File: config.mk
export PLATFORM = sky130hd
export DESIGN_NAME = l1_wt_cache
export DESIGN_NICKNAME = d
export VERILOG_FILES = /design/src/rtl/cache_pkg.sv /design/src/rtl/l1_tag_data_array.sv /design/src/rtl/l1_wt_cache.sv
export SDC_FILE = /design/constraint.sdc
export NUM_CORES = 2
export LEC_CHECK = 0
export CORE_MARGIN = 8
export CORE_UTILIZATION = 62
export CTS_CLUSTER_SIZE = 30
export DETAILED_ROUTE_END_ITERATION = 7
export GPL_TIMING_DRIVEN = 0
export HOLD_SLACK_MARGIN = 0.15
export MAX_ROUTING_LAYER = met4
export PLACE_DENSITY = 0.79
export SLEW_MARGIN = 20
export SYNTH_ARGS = -nofsm -noshare
export SYNTH_HDL_FRONTEND = slang
export SYNTH_SLANG_ARGS = --single-unit
File: constraint.sdc
create_clock -name clk -period 9.34 [get_ports clk]
set_input_delay 2.802 -clock clk [delete_from_list [all_inputs] [get_ports clk]]
set_output_delay 2.802 -clock clk [all_outputs]
set_load 0.02 [all_outputs]
File: src/rtl/cache_pkg.sv
// -----------------------------------------------------------------------------
// cache_pkg
// Shared types and sizing for the L1 write-through cache slice.
//   - CACHE_* localparams: default geometry (16-bit word address, 32-bit data,
//     64 one-word lines) with derived index/tag widths.
//   - cache_state_e: controller state encoding.
//   - cache_req_t: request registered when the core handshake completes.
// Optional feature macro used by the slice: L1_CACHE_STATS_EN.
// -----------------------------------------------------------------------------
package cache_pkg;

   localparam int CACHE_ADDR_W  = 16;
   localparam int CACHE_DATA_W  = 32;
   localparam int CACHE_SETS    = 64;
   localparam int CACHE_INDEX_W = $clog2(CACHE_SETS);
   localparam int CACHE_TAG_W   = CACHE_ADDR_W - CACHE_INDEX_W;

   typedef enum logic [2:0] {
      IDLE   = 3'd0,
      LOOKUP = 3'd1,
      MEM_RD = 3'd2,
      MEM_WR = 3'd3,
      RESP   = 3'd4
   } cache_state_e;

   typedef struct packed {
      logic                    we;
      logic [CACHE_ADDR_W-1:0] addr;
      logic [CACHE_DATA_W-1:0] wdata;
   } cache_req_t;

endpackage

File: src/rtl/l1_tag_data_array.sv
// -----------------------------------------------------------------------------
// l1_tag_data_array
// Valid bits, tag array and data array for a direct-mapped one-word-per-line
// cache.
//   clk, reset        : system clock, synchronous active-high reset (valids only)
//   rd_idx            : combinational read index
//   rd_valid/tag/data : contents of line rd_idx
//   wr_en, wr_idx     : synchronous write of tag+data, sets the line valid
//   wr_tag, wr_data   : write payload (fill or store hit)
// -----------------------------------------------------------------------------
module l1_tag_data_array
   import cache_pkg::*;
#(
   parameter int SETS    = CACHE_SETS,
   parameter int INDEX_W = CACHE_INDEX_W,
   parameter int TAG_W   = CACHE_TAG_W,
   parameter int DATA_W  = CACHE_DATA_W
) (
   input  logic               clk,
   input  logic               reset,
   input  logic [INDEX_W-1:0] rd_idx,
   output logic               rd_valid,
   output logic [TAG_W-1:0]   rd_tag,
   output logic [DATA_W-1:0]  rd_data,
   input  logic               wr_en,
   input  logic [INDEX_W-1:0] wr_idx,
   input  logic [TAG_W-1:0]   wr_tag,
   input  logic [DATA_W-1:0]  wr_data
);

   logic [SETS-1:0]   valid;
   logic [TAG_W-1:0]  tag_mem  [SETS];
   logic [DATA_W-1:0] data_mem [SETS];

   always_ff @(posedge clk) begin
      if (reset)
         valid <= '0;
      else if (wr_en)
         valid[wr_idx] <= 1'b1;
   end

   // Tag/data storage carries no reset; only valid bits qualify its contents.
   always_ff @(posedge clk) begin
      if (wr_en) begin
         tag_mem[wr_idx]  <= wr_tag;
         data_mem[wr_idx] <= wr_data;
      end
   end

   assign rd_valid = valid[rd_idx];
   assign rd_tag   = tag_mem[rd_idx];
   assign rd_data  = data_mem[rd_idx];

endmodule

File: src/rtl/l1_wt_cache.sv
// -----------------------------------------------------------------------------
// l1_wt_cache
// Direct-mapped, write-through, no-write-allocate L1 cache; one outstanding
// request. Load hits are served locally, load misses and every store go to
// the memory arbiter port.
//   clk, reset                 : system clock, synchronous active-high reset
//   cpu_req/we/addr/wdata      : core request, accepted when cpu_ready
//   cpu_ready                  : high in IDLE only
//   cpu_resp_valid, cpu_rdata  : one-cycle completion pulse with load data
//   mem_req/we/addr/wdata      : registered memory request, held until mem_ack
//   mem_ack, mem_rdata         : grant/completion, read data valid with ack
//   stat_hits/misses/stores    : saturating counters, only with
//                                L1_CACHE_STATS_EN defined
//
// state  | meaning
// IDLE   | ready for a core request
// LOOKUP | compare tag of registered request, update data on store hit
// MEM_RD | load miss outstanding at memory, fill on ack
// MEM_WR | store write-through outstanding at memory
// RESP   | cpu_resp_valid pulse
// -----------------------------------------------------------------------------
module l1_wt_cache
   import cache_pkg::*;
#(
   parameter int ADDR_W = CACHE_ADDR_W,
   parameter int DATA_W = CACHE_DATA_W,
   parameter int SETS   = CACHE_SETS
) (
   input  logic              clk,
   input  logic              reset,
   input  logic              cpu_req,
   input  logic              cpu_we,
   input  logic [ADDR_W-1:0] cpu_addr,
   input  logic [DATA_W-1:0] cpu_wdata,
   output logic              cpu_ready,
   output logic              cpu_resp_valid,
   output logic [DATA_W-1:0] cpu_rdata,
   output logic              mem_req,
   output logic              mem_we,
   output logic [ADDR_W-1:0] mem_addr,
   output logic [DATA_W-1:0] mem_wdata,
`ifdef L1_CACHE_STATS_EN
   output logic [31:0]       stat_hits,
   output logic [31:0]       stat_misses,
   output logic [31:0]       stat_stores,
`endif
   input  logic              mem_ack,
   input  logic [DATA_W-1:0] mem_rdata
);

   localparam int INDEX_W = $clog2(SETS);
   localparam int TAG_W   = ADDR_W - INDEX_W;

   cache_state_e      state;
   cache_req_t        req;
   logic [INDEX_W-1:0] req_idx;
   logic [TAG_W-1:0]  req_tag;
   logic              rd_valid;
   logic [TAG_W-1:0]  rd_tag;
   logic [DATA_W-1:0] rd_data;
   logic              hit;
   logic              wr_en;
   logic [DATA_W-1:0] wr_data;

   assign req_idx = req.addr[INDEX_W-1:0];
   assign req_tag = req.addr[ADDR_W-1:INDEX_W];
   assign hit     = rd_valid && (rd_tag == req_tag);

   // Single write port: store hit in LOOKUP, or fill on read ack. A store hit
   // rewrites the same tag and keeps the line valid, so one port serves both.
   assign wr_en   = ((state == LOOKUP) && req.we && hit) ||
                    ((state == MEM_RD) && mem_ack);
   assign wr_data = (state == MEM_RD) ? mem_rdata : req.wdata;

   assign cpu_ready      = (state == IDLE);
   assign cpu_resp_valid = (state == RESP);

   l1_tag_data_array #(
      .SETS    (SETS),
      .INDEX_W (INDEX_W),
      .TAG_W   (TAG_W),
      .DATA_W  (DATA_W)
   ) u_array (
      .clk      (clk),
      .reset    (reset),
      .rd_idx   (req_idx),
      .rd_valid (rd_valid),
      .rd_tag   (rd_tag),
      .rd_data  (rd_data),
      .wr_en    (wr_en),
      .wr_idx   (req_idx),
      .wr_tag   (req_tag),
      .wr_data  (wr_data)
   );

   always_ff @(posedge clk) begin
      if (reset) begin
         state     <= IDLE;
         req       <= '0;
         cpu_rdata <= '0;
         mem_req   <= 1'b0;
         mem_we    <= 1'b0;
         mem_addr  <= '0;
         mem_wdata <= '0;
      end else begin
         case (state)
            IDLE: begin
               if (cpu_req) begin
                  req   <= '{we: cpu_we, addr: cpu_addr, wdata: cpu_wdata};
                  state <= LOOKUP;
               end
            end
            LOOKUP: begin
               if (req.we) begin
                  mem_req   <= 1'b1;
                  mem_we    <= 1'b1;
                  mem_addr  <= req.addr;
                  mem_wdata <= req.wdata;
                  state     <= MEM_WR;
               end else if (hit) begin
                  cpu_rdata <= rd_data;
                  state     <= RESP;
               end else begin
                  mem_req  <= 1'b1;
                  mem_we   <= 1'b0;
                  mem_addr <= req.addr;
                  state    <= MEM_RD;
               end
            end
            MEM_RD: begin
               if (mem_ack) begin
                  mem_req   <= 1'b0;
                  cpu_rdata <= mem_rdata;
                  state     <= RESP;
               end
            end
            MEM_WR: begin
               if (mem_ack) begin
                  mem_req <= 1'b0;
                  state   <= RESP;
               end
            end
            RESP:    state <= IDLE;
            default: state <= IDLE;
         endcase
      end
   end

`ifdef L1_CACHE_STATS_EN
   always_ff @(posedge clk) begin
      if (reset) begin
         stat_hits   <= '0;
         stat_misses <= '0;
         stat_stores <= '0;
      end else if (state == LOOKUP) begin
         if (req.we) begin
            if (stat_stores != '1) stat_stores <= stat_stores + 32'd1;
         end else if (hit) begin
            if (stat_hits != '1) stat_hits <= stat_hits + 32'd1;
         end else begin
            if (stat_misses != '1) stat_misses <= stat_misses + 32'd1;
         end
      end
   end
`endif

endmodule
==> images/m3.png <==
Bar = 100 µm.
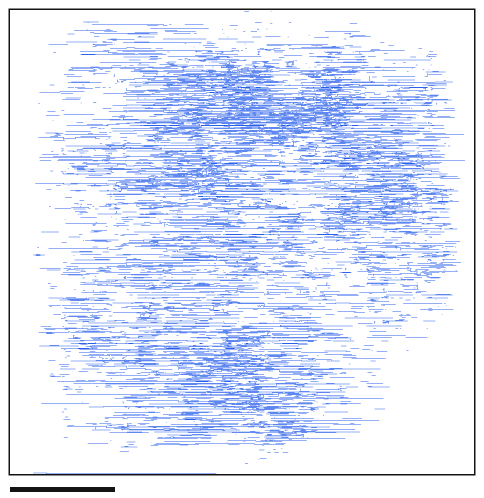
main direction	horizontal
longest straight run	177 µm
nets with wire on the layer	2,023

==> images/clock_wires.png <==
Bar = 100 µm.
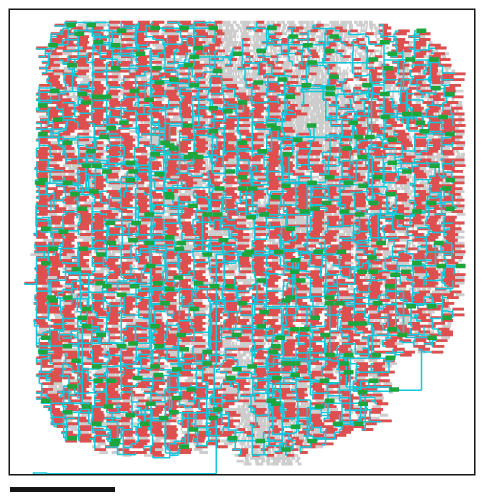
[green] clock-net drivers | count: 294
[red] flip-flops | count: 2,892
[cyan] clock wires | length: 33.2 mm
routed clock nets	295
clk_lat worst skew: 0.97 ns
Clock Power: 11.4 mW
Clk network pwr share: 37.5%
Clock Skews: 0.0791 ns

==> images/placed.png <==
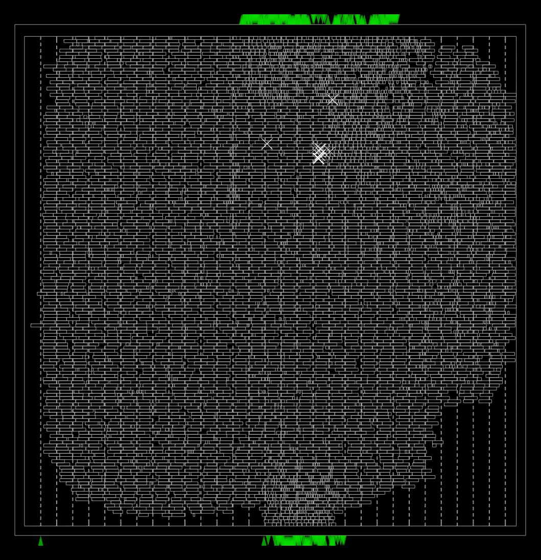
fin cells: 8,920
register share of the cell area: 64.9%
num tapcells: 2,355
Fillers: 9,162

==> images/closeup.png <==
Region (200, 112) to (240, 152) µm. Cells in gray, sequential cells in the stronger gray; small squares are vias.
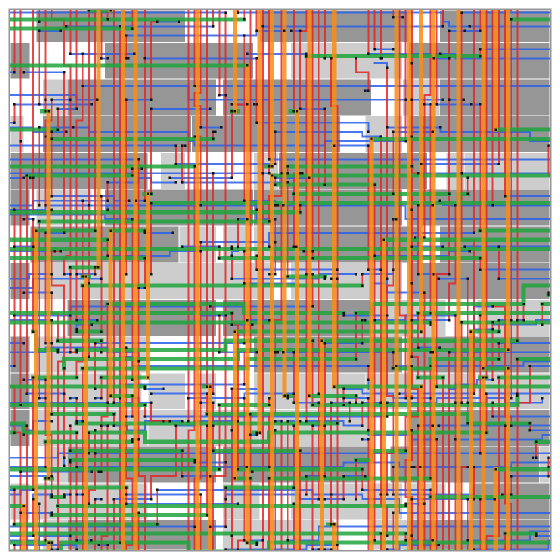
color	layer
blue	M1
orange	M4
green	M3
red	M2
most frequent	edfxtp_1 (31), mux4_2 (15), buf_4 (10)
cells with their middle in the window	69
sequential cells in the window	31
netlist names of flops here include	u_array.data_mem (31)

-- cell usage in the layout (no fill, tap or decap), types with 28 or more instances in the layout --
cell type,n
diode_2,34
inv_1,72
o21ai_0,48
a22oi_1,44
nor3_2,60
clkinv_1,52
mux2_2,29
mux2i_1,174
mux4_2,749
buf_4,380
nand2_2,28
clkdlybuf4s50_1,168
clkbuf_1,239
dfxtp_1,194
nor2b_1,48
o22ai_1,40
o32ai_1,32
clkbuf_16,301
buf_2,80
a21oi_1,142
nand2_1,307
buf_12,39
buf_6,113
nor2_1,45
edfxtp_1,2688
clkinv_2,44
nand3_1,48
clkbuf_2,38
-- final cells by class --
| class | count | area, µm² | share of cell area, % |
|---|---|---|---|
| Clock buffer | 378 | 7900 | 6.04 |
| Multi-Input combinational cell | 2039 | 25300 | 19.4 |
| Sequential cell | 2892 | 84800 | 64.9 |
| Inverter | 73 | 274 | 0.210 |
| Antenna cell | 34 | 85.1 | 0.0651 |
| Clock inverter | 124 | 1020 | 0.783 |
| Buffer | 338 | 1570 | 1.20 |
| Timing Repair Buffer | 687 | 6780 | 5.19 |
| Tap cell | 2355 | 2950 | 2.25 |
-- cell families (layout without fill, tap and decap cells) --
family	Yosys count	after routing	synth area share, %
flip-flops	2892	2892	76.1
AND/OR/NAND/NOR	669	669	2.83
other	0	34	0
XOR/XNOR	2	2	0.0157
multiplexers	959	959	17.1
buffers and inverters	411	1600	1.61
AND-OR/OR-AND	409	409	2.39
-- worst max-delay path, cell delays in order (launching register included) --
cell and delay (ns):
dfxtp_1 0.47, buf_2 0.44, buf_2 0.45, buf_2 0.40, buf_2 0.51, mux4_2 0.40, mux2i_1 0.25, o22ai_1 0.15
a211oi_1 0.57, nand4_1 0.50, xnor2_1 0.34, nand3_1 0.32, nor3_1 0.35, o21ai_1 0.37, clkbuf_1 0.41, nor3_2 0.84
buf_4 0.37, buf_6 0.19, buf_4 0.21, buf_4 0.23, buf_4 0.24, buf_6 0.17
-- power by group through the flow --
stage               registers [mW]  logic [mW]  clock network (mW)
global route                  14.8        4.16                11.8
global placement              15.2        3.48                   0
detailed placement            15.1        3.84                   0
finish                        14.8        4.19                11.4
floorplan                     15.1        2.10                   0
CTS                           14.8        3.95                11.3
-- state kept, by name, summed over array words and instances (netlist names), named ones only --
| name | cells |
|---|---|
| cpu_rdata | 32 |
| mem_addr | 16 |
| mem_req | 1 |
| mem_wdata | 32 |
| mem_we | 1 |
| req | 49 |
| state | 3 |
| u_array.data_mem | 2048 |
| u_array.tag_mem | 640 |
| u_array.valid | 64 |
-- how the worst max path moves through the flow --
stage	cells past startpoint	slack, ns	end
finish	21	0.83	u_array.data_mem[49][16]
global route	21	0.93	u_array.data_mem[49][1]
CTS	21	1.24	u_array.data_mem[44][19]
detailed placement	21	1.32	u_array.data_mem[44][28]
global placement	15	-5.44	u_array.data_mem[54][20]
floorplan	4	2.59	u_array.data_mem[26][0]
-- per-layer routing --
| metal | share of wire [%] | up-vias | GRT usage, % |
|---|---|---|---|
| met5 | 0 | - | - |
| met4 | 11 | 0 | 33.9 |
| met3 | 15 | 2151 | 14.2 |
| met2 | 45 | 7880 | 59.2 |
| met1 | 29 | 33463 | 45.7 |
| li1 | - | 24111 | - |
==> job_summary.md <==
### Yosys + OpenROAD results

| Metric | Value |
|---|---|
| Critical path type | register to register |
| Pre-Place Util | 62.4% |
| Placed insts | ~8,400 |
| Cell Int Power | about 23 mW |
| DRT iter0 DRCs | between 10,000 and 15,000 |
| Leak Pwr | about 42 nW |
| RSZ-0062 raised after global routing | false |
| Async SR Flop Fraction | 0% |
| Cells after Synth | about 5,300 |
| Post-DRT Antenna Nets | 0 |
| Worst hold path class | register to register |
| Yosys cell count | 5,342 |
| Pwr/cell area | between 200 and 250 nW/µm² |
| Dominant cell area share | between 70% and 80% |
| Global-route usage over all layers | approximately two fifths |
| H-tree depth | 5 |
| DP HPWL | between 200,000 and 250,000 µm |
| Worst hold start | mem_wdata[29] |
| Tool warning count | 28 |
| Arrival @ worst endpoint | about 9.2 ns |
| Area delta synth->final | 17.3% |
| Row cnt | about 160 |
| Initial antenna violation count | 27 |
| Residual DRC | 23 |
| Vias | approximately 68,000 |
| Fmax | around 120 MHz |
| Core box area | approximately 180,000 µm² |
| Clock sinks | ~2,900 |
| Seq pwr share | approximately 49% |
| NetSw | approximately 8 mW |
| Placement Setup Slack | about 1.3 ns |
| Slew @ Worst Pin | between 1 and 1.5 ns |
| Cell Type Count | 67 |
| Hold_buf cts | 0 |
| Reg2Reg Capture Point | u_array.data_mem[49][16] |
| Clock root buffer | clkbuf_16 |
| Largest net degree at the start of global routing | a little under 70 |
| Port bufs | roughly 170 |
| Mapped Area | 111,000 µm² |
| First-pass GRT wire length | roughly 520,000 µm |
| Placed cell areas | approximately 120,000 µm² |
| Gpl congestion | 0.931 |
| Ys flop type | edfxtp_1 |
| Avg Synthesized Cell Area | 20.9 µm² |
| Final hold violation count | 0 |
| Final Total Pwr | approximately 30 mW |
| Minimum clock period | 8.51 ns |
| WL/cell | between 40 and 50 µm |
| Post-synth EDFFs | between 2,000 and 3,000 |
| TritonCTS clock tree | done |
| Worst setup EP type | register |
| Detailed Route WL | ~390,000 µm |
| Final instance area | approximately 130,000 µm² |
| CTS buffer count | approximately 300 |
| GRT overflow | 0 |
| Ports | between 150 and 200 |
| Vias in the first global route | ~66,000 |
| Cell area leaders | edfxtp_1 (72%), mux4_2 (15%), dfxtp_1 (3.7%) |
| Status | finished, violations left |
| Fin nets | between 6,000 and 7,000 |
| Peak VDD IR | between 0.1 and 0.15 mV |
| Top-count cell post-synth | edfxtp_1 |
| First-pass DRT Iterations | 8 |
| Sw Ratio | about a quarter |
| Ys Warns | 0 |
| Die H | about 440 µm |
| Post-synth seq share | roughly three quarters |
| DIE AREA | 194,000 µm² |
| Slew HR | a little under a tenth |
| Synthesized registers | 2,892 |
| Post-synth top cells | edfxtp_1 (2,688), mux4_2 (749), nand2_1 (339) |
| Synthesized Nets | approximately 5,400 |
| Clock Path Buffers | 4 |
| Final core utilization | 73.2% |
| Hold EP | mem_wdata[29] |
| Vias per inst | between 7 and 8 |
| Share of layout cells above drive strength 1 | a little under a third |
| Worst hold slack | 0.456 ns |
| Final WS setup | about 0.83 ns |
| Setup Fix Bufs, Post-CTS | 0 |
| Req. time, crit path | around 10 ns |
| # setup viols final | 0 |
| Final Cycle Share | 91.2% |
| Comb pwr share | between 10% and 20% |
| Die W | 440 µm |
| Crit-path max FO | 10 |
| Final Max-Slew Violation Tally | 0 |
| Max-cap violation count | 0 |
| CTS clk-pin slew, worst paths | roughly 0.07 ns |
| FF-to-FF setup slack | between 0.8 and 0.9 ns |
| Failing checks | DRC |
| CTS-repair resized insts | 0 |
| Post-route setup TNS | 0 ns |
| Synth area leader | edfxtp_1 |
| Yosys stat area | between 100,000 and 150,000 µm² |
| Crit start category | register |
| Min-Delay Path Depth | 2 |
No activity file was given, so power comes from the tool's default toggle rates.
